layer_met2.png
Scale: 4 px per um.
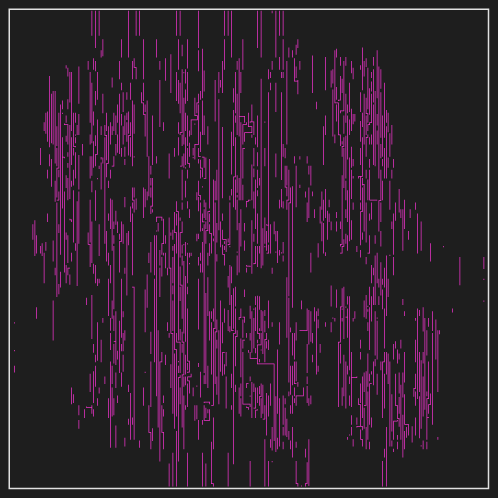
layer_met4.png
Scale: 3 px per um. Supply wires on this layer in gray.
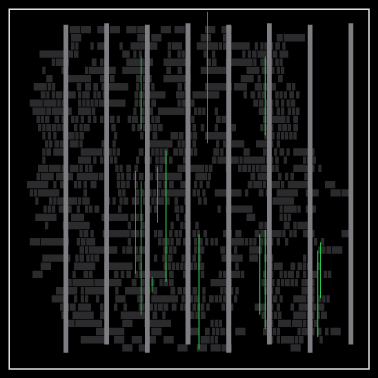
layer_met1.png
Scale: 4 px per um. Supply wires on this layer in gray.
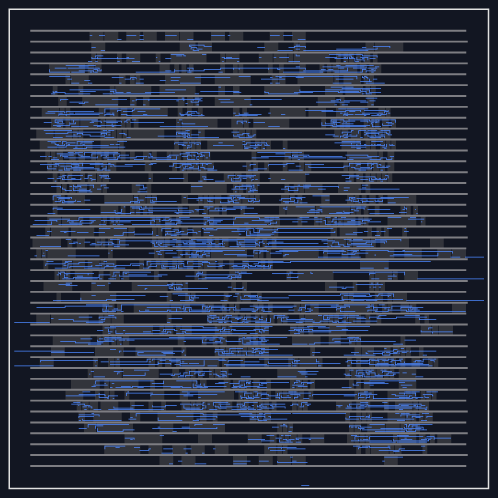
congestion.png
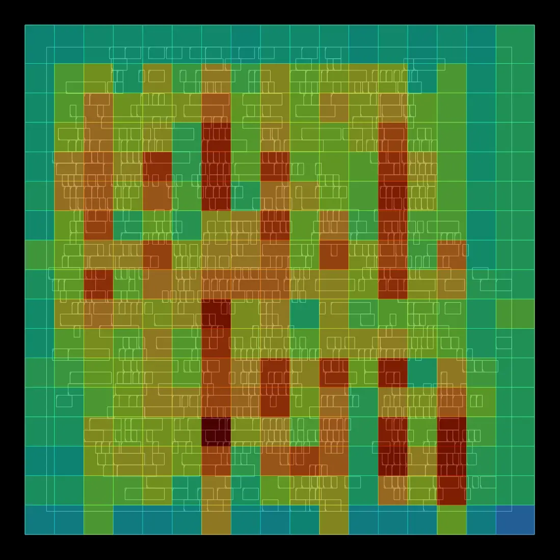
[src/rtl/tx_cg_gen.sv]
// tx_cg_gen -- 1000BASE-X transmit code-group generator.
//
// Turns an ordered-set request into a stream of 8b/10b code groups, one per
// GTX_CLK cycle. The block tracks running disparity itself and chooses the
// RD- or RD+ encoding of every group from it.
//
// There is no valid/ready handshake. tx_o_set is sampled only when a new
// ordered set starts (state GEN). A request sampled on edge N drives its first
// code group onto the registered outputs after edge N.
//
// Ports
//   GTX_CLK          in   transmit clock, rising edge
//   mr_main_reset    in   asynchronous active-high reset
//   tx_o_set[2:0]    in   0=/I/ 1=/C/ 2=/R/ 3=/S/ 4=/T/ 5=/V/ 6=/D/ 7=illegal
//   TXD[7:0]         in   data octet for /D/
//   cfg_reg[15:0]    in   configuration word carried by /C/
//   tx_code_group    out  code group, bit 9 = 'a' ... bit 0 = 'j'
//   tx_even          out  even/odd code-group position
//   TX_OSET_indicate out  high on the last group of an ordered set
//   tx_disparity     out  running disparity after this group (1 = positive)
//   state_dbg[2:0]   out  current FSM state (debug visibility)
module tx_cg_gen #(
  parameter logic ENABLE_CONFIG = 1'b1,
  parameter logic INIT_RD       = 1'b0
) (
  input  logic        GTX_CLK,
  input  logic        mr_main_reset,
  input  logic [2:0]  tx_o_set,
  input  logic [7:0]  TXD,
  input  logic [15:0] cfg_reg,
  output logic [9:0]  tx_code_group,
  output logic        tx_even,
  output logic        TX_OSET_indicate,
  output logic        tx_disparity,
  output logic [2:0]  state_dbg
);

  typedef enum logic [2:0] {
    GEN = 3'd0,
    I_B = 3'd1,
    C_B = 3'd2,
    C_C = 3'd3,
    C_D = 3'd4
  } state_t;

  // Special code groups, RD- and RD+ encodings.
  localparam logic [9:0] K28_5_N = 10'b0011111010;
  localparam logic [9:0] K28_5_P = 10'b1100000101;
  localparam logic [9:0] K23_7_N = 10'b1110101000;
  localparam logic [9:0] K23_7_P = 10'b0001010111;
  localparam logic [9:0] K27_7_N = 10'b1101101000;
  localparam logic [9:0] K27_7_P = 10'b0010010111;
  localparam logic [9:0] K29_7_N = 10'b1011101000;
  localparam logic [9:0] K29_7_P = 10'b0100010111;
  localparam logic [9:0] K30_7_N = 10'b0111101000;
  localparam logic [9:0] K30_7_P = 10'b1000010111;

  // Octets used for the second group of /I1/ /I2/ /C1/ /C2/.
  localparam logic [7:0] D5_6  = 8'hC5;
  localparam logic [7:0] D16_2 = 8'h50;
  localparam logic [7:0] D21_5 = 8'hB5;
  localparam logic [7:0] D2_2  = 8'h42;

  // 5b/6b table, RD- column (abcdei).
  function automatic logic [5:0] six_rdm(input logic [4:0] x);
    case (x)
      5'd0:  six_rdm = 6'b100111;
      5'd1:  six_rdm = 6'b011101;
      5'd2:  six_rdm = 6'b101101;
      5'd3:  six_rdm = 6'b110001;
      5'd4:  six_rdm = 6'b110101;
      5'd5:  six_rdm = 6'b101001;
      5'd6:  six_rdm = 6'b011001;
      5'd7:  six_rdm = 6'b111000;
      5'd8:  six_rdm = 6'b111001;
      5'd9:  six_rdm = 6'b100101;
      5'd10: six_rdm = 6'b010101;
      5'd11: six_rdm = 6'b110100;
      5'd12: six_rdm = 6'b001101;
      5'd13: six_rdm = 6'b101100;
      5'd14: six_rdm = 6'b011100;
      5'd15: six_rdm = 6'b010111;
      5'd16: six_rdm = 6'b011011;
      5'd17: six_rdm = 6'b100011;
      5'd18: six_rdm = 6'b010011;
      5'd19: six_rdm = 6'b110010;
      5'd20: six_rdm = 6'b001011;
      5'd21: six_rdm = 6'b101010;
      5'd22: six_rdm = 6'b011010;
      5'd23: six_rdm = 6'b111010;
      5'd24: six_rdm = 6'b110011;
      5'd25: six_rdm = 6'b100110;
      5'd26: six_rdm = 6'b010110;
      5'd27: six_rdm = 6'b110110;
      5'd28: six_rdm = 6'b001110;
      5'd29: six_rdm = 6'b101110;
      5'd30: six_rdm = 6'b011110;
      default: six_rdm = 6'b101011;
    endcase
  endfunction

  // D.x.y encoder. For an RD+ input, the RD+ sub-block is the complement of
  // the RD- entry whenever that entry is unbalanced. D.7 and D.x.3 are the two
  // balanced exceptions that still differ between the two columns. The 4b
  // column is chosen from the disparity left after the 6b sub-block.
  function automatic logic [9:0] enc_data(input logic [7:0] d, input logic rd);
    logic [5:0] s;
    logic [3:0] f;
    logic       rd1;
    logic       alt;
    s = six_rdm(d[4:0]);
    if (rd && (($countones(s) != 3) || (d[4:0] == 5'd7))) s = ~s;
    rd1 = rd ^ ($countones(s) != 3);
    // A7 avoids a run of five identical bits across the sub-block boundary.
    alt = rd1 ? ((d[4:0] == 5'd11) || (d[4:0] == 5'd13) || (d[4:0] == 5'd14))
              : ((d[4:0] == 5'd17) || (d[4:0] == 5'd18) || (d[4:0] == 5'd20));
    case (d[7:5])
      3'd0: f = 4'b1011;
      3'd1: f = 4'b1001;
      3'd2: f = 4'b0101;
      3'd3: f = 4'b1100;
      3'd4: f = 4'b1101;
      3'd5: f = 4'b1010;
      3'd6: f = 4'b0110;
      default: f = alt ? 4'b0111 : 4'b1110;
    endcase
    if (rd1 && ((d[7:5] == 3'd0) || (d[7:5] == 3'd3) ||
                (d[7:5] == 3'd4) || (d[7:5] == 3'd7))) f = ~f;
    return {s, f};
  endfunction

  state_t      state_q, state_d;
  logic [9:0]  code_q, code_d;
  logic        even_q, even_d;
  logic        ind_q, ind_d;
  logic        rd_q, rd_d;
  logic [15:0] cfg_q, cfg_d;
  logic        csel_q, csel_d;   // 0: next /C/ is C1, 1: C2
  logic        isel_q, isel_d;   // 1: current /I/ is I1, 0: I2

  always_ff @(posedge GTX_CLK or posedge mr_main_reset) begin
    if (mr_main_reset) begin
      state_q <= GEN;
      code_q  <= K28_5_N;
      even_q  <= 1'b0;
      ind_q   <= 1'b0;
      rd_q    <= INIT_RD;
      cfg_q   <= 16'h0000;
      csel_q  <= 1'b0;
      isel_q  <= 1'b0;
    end else begin
      state_q <= state_d;
      code_q  <= code_d;
      even_q  <= even_d;
      ind_q   <= ind_d;
      rd_q    <= rd_d;
      cfg_q   <= cfg_d;
      csel_q  <= csel_d;
      isel_q  <= isel_d;
    end
  end

  always_comb begin
    state_d = state_q;
    code_d  = code_q;
    even_d  = even_q;
    ind_d   = 1'b0;
    cfg_d   = cfg_q;
    csel_d  = csel_q;
    isel_d  = isel_q;
    case (state_q)
      GEN: begin
        if ((tx_o_set == 3'd0) || ((tx_o_set == 3'd1) && !ENABLE_CONFIG)) begin
          // I1 pulls a positive disparity back to negative. I2 keeps it negative.
          code_d  = rd_q ? K28_5_P : K28_5_N;
          even_d  = 1'b1;
          isel_d  = rd_q;
          state_d = I_B;
        end else if (tx_o_set == 3'd1) begin
          code_d  = rd_q ? K28_5_P : K28_5_N;
          even_d  = 1'b1;
          cfg_d   = cfg_reg;
          state_d = C_B;
        end else begin
          even_d = ~even_q;
          ind_d  = 1'b1;
          case (tx_o_set)
            3'd2:    code_d = rd_q ? K23_7_P : K23_7_N;
            3'd3:    code_d = rd_q ? K27_7_P : K27_7_N;
            3'd4:    code_d = rd_q ? K29_7_P : K29_7_N;
            3'd6:    code_d = enc_data(TXD, rd_q);
            default: code_d = rd_q ? K30_7_P : K30_7_N;
          endcase
        end
      end
      I_B: begin
        code_d  = enc_data(isel_q ? D5_6 : D16_2, rd_q);
        even_d  = 1'b0;
        ind_d   = 1'b1;
        state_d = GEN;
      end
      C_B: begin
        code_d  = enc_data(csel_q ? D2_2 : D21_5, rd_q);
        even_d  = 1'b0;
        csel_d  = ~csel_q;
        state_d = C_C;
      end
      C_C: begin
        code_d  = enc_data(cfg_q[7:0], rd_q);
        even_d  = 1'b1;
        state_d = C_D;
      end
      C_D: begin
        code_d  = enc_data(cfg_q[15:8], rd_q);
        even_d  = 1'b0;
        ind_d   = 1'b1;
        state_d = GEN;
      end
      default: state_d = GEN;
    endcase
    // Disparity flips only when the group carries an unequal count of ones and zeros.
    rd_d = rd_q ^ ($countones(code_d) != 5);
  end

  assign tx_code_group    = code_q;
  assign tx_even          = even_q;
  assign TX_OSET_indicate = ind_q;
  assign tx_disparity     = rd_q;
  assign state_dbg        = state_q;

endmodule

[config.mk]
export PLATFORM = sky130hd
export DESIGN_NAME = tx_cg_gen
export DESIGN_NICKNAME = d
export VERILOG_FILES = /design/src/rtl/tx_cg_gen.sv
export SDC_FILE = /design/constraint.sdc
export NUM_CORES = 1
export LEC_CHECK = 0
export ABC_AREA = 1
export CAP_MARGIN = 20
export CORE_MARGIN = 5
export CORE_UTILIZATION = 40
export CTS_BUF_LIST = sky130_fd_sc_hd__clkbuf_16
export DETAILED_ROUTE_END_ITERATION = 10
export SLEW_MARGIN = 20
export SYNTH_ARGS = -nofsm -noshare
export SYNTH_HDL_FRONTEND = slang
export SYNTH_SLANG_ARGS = --single-unit
[constraint.sdc]
create_clock -name GTX_CLK -period 25.5 [get_ports GTX_CLK]
set_input_delay 2.55 -clock GTX_CLK [delete_from_list [all_inputs] [get_ports GTX_CLK]]
set_output_delay 2.55 -clock GTX_CLK [all_outputs]
set_load 0.01 [all_outputs]
==> flow_metrics.rpt <==
=== SYNTHESIS / PLACE & ROUTE SUMMARY ===
----------------------------------------------------
[Outcome]
  Run status ........................ finished clean

[Worst setup path]
  Timing endpoint of the critical path ........................ tx_disparity$_DFF_PP0_
  Critical path depth ........................ roughly 51
  CP Capture Type ........................ flip-flop
  Arr. time, crit path ........................ 11690 ps
  Crit start category ........................ primary input
  Worst reg2reg endpoint ........................ tx_disparity$_DFF_PP0_
  Crit path top cell by count ........................ nand2_1
  Worst setup path startpoint ........................ TXD[0]
  Maximum fanout count along the critical path ........................ 7
  Worst Setup Path Type ........................ in2reg
  Reg-to-reg setup timing slack ........................ around 16000 ps
  Largest incremental delay on the critical path ........................ roughly 620 ps

[STA]
  Setup TNS Final ........................ 0 ps
  Post-layout period usage ........................ between 40% and 50%
  Minimum clock period after layout ........................ ~12000 ps
  Minimum setup slack in the final design ........................ ~14000 ps
  Transition at the pin with the smallest max-transition slack ........................ 933 ps
  Final setup violation count ........................ 0
  Final Hold Violation Tally ........................ 0

[Logic synthesis]
  Area leader, netlist ........................ nand2_1
  Area share, top type ........................ roughly a fifth
  Area fraction in full adders, half adders and majority gates ........................ 18.2%
  Cell area after synthesis ........................ 4790 um2
  Synth Area per Inst ........................ between 6 and 7 um2
  Main area contributors after synthesis ........................ nand2_1, dfrtp_1, ha_1
  Yosys top cell by instances ........................ nand2_1
  Top post-synthesis cells by count ........................ nand2_1, inv_1, nor2_1
  Dominant register cell in the synthesized netlist ........................ dfrtp_1
  Count of mapped cells out of synthesis ........................ roughly 770
  Post-synthesis cell type count ........................ ~47
  Share of async-settable or async-resettable flops after synthesis ........................ 100%
  Mux share of post-synthesis cell area ........................ less than 1%

[Clock network]
  Largest buffer count on any clock path ........................ 2
  Hold-fix buffers, CTS ........................ 0
  Later-pin clock latency in the skew report ........................ 290 ps
  Clock root buffer ........................ clkbuf_16
  Post-CTS Setup Bufs ........................ 0
  CTS H-tree lvls ........................ 2

[Placed design]
  Routability cong. ........................ approximately 0.89
  HPWL Detailed ........................ 10300 um
  Placed cells ........................ 944
  Number of I/O port buffers ........................ between 40 and 50
  Post-placement setup slack ........................ around 14000 ps

[Cells and area]
  Share of post-route cells with drive strength above 1 ........................ between 7 and 8%
  Number of flip-flops in the largest register ........................ 16
  Multi-input gate count ........................ about 590
  Leading cell kind ........................ multi-input combinational cells
  Number of fill cells ........................ between 1000 and 1500
  Antenna Cells ........................ 0
  Number of sequential storage elements ........................ 34
  Most common library cell in the layout ignoring fill and taps ........................ nand2_1
  Multi-input gate share of total cell area ........................ roughly 62%
  Number of signal-net buffers in the layout ........................ ~46
  Non-filler instance count after layout ........................ 952
  Sequential share of cell area ........................ between 10% and 20%

[Route]
  Topmost layer with routed signal wires ........................ met4
  Drc violations ........................ 0
  First drt pass iteration count ........................ 7

[Floorplanning]
  Floorplan die height ........................ about 120 um
  Total core area ........................ ~12000 um2
  Starting density of the core ........................ between 40% and 50%

[Global routing]
  Largest net degree at the start of global routing ........................ 35
  Antenna violations before repair ........................ 0
  Number of global-route vias before repair ........................ ~4700

[Hold path]
  Hold depth ........................ 2
  Path category of the worst min-delay check ........................ reg2reg
  Hold EP ........................ tx_code_group[4]$_DFF_PP1_

----------------------------------------------------
About layer_met2.png:
nets with wire on the layer	704
wire length on this layer	6000 um
longest straight run	47.3 um
main direction	vertical
share of all routed wire	48%
WL final: 12500 um
Global Route met2 Usage: 31.1%
via count of the routed design: 4814

About layer_met4.png:
nets with wire on the layer	13
longest straight run	44.2 um
main direction	vertical
share of all routed wire	3.1%

About layer_met1.png:
share of all routed wire	45%
main direction	horizontal
met1 Usage GRT: 22.9%

About congestion.png:
final core occ: 46.3%
combined global-route utilization of all metal layers: 17.9%
most crowded layer after global routing: met2
GR Util met3: 1.61%

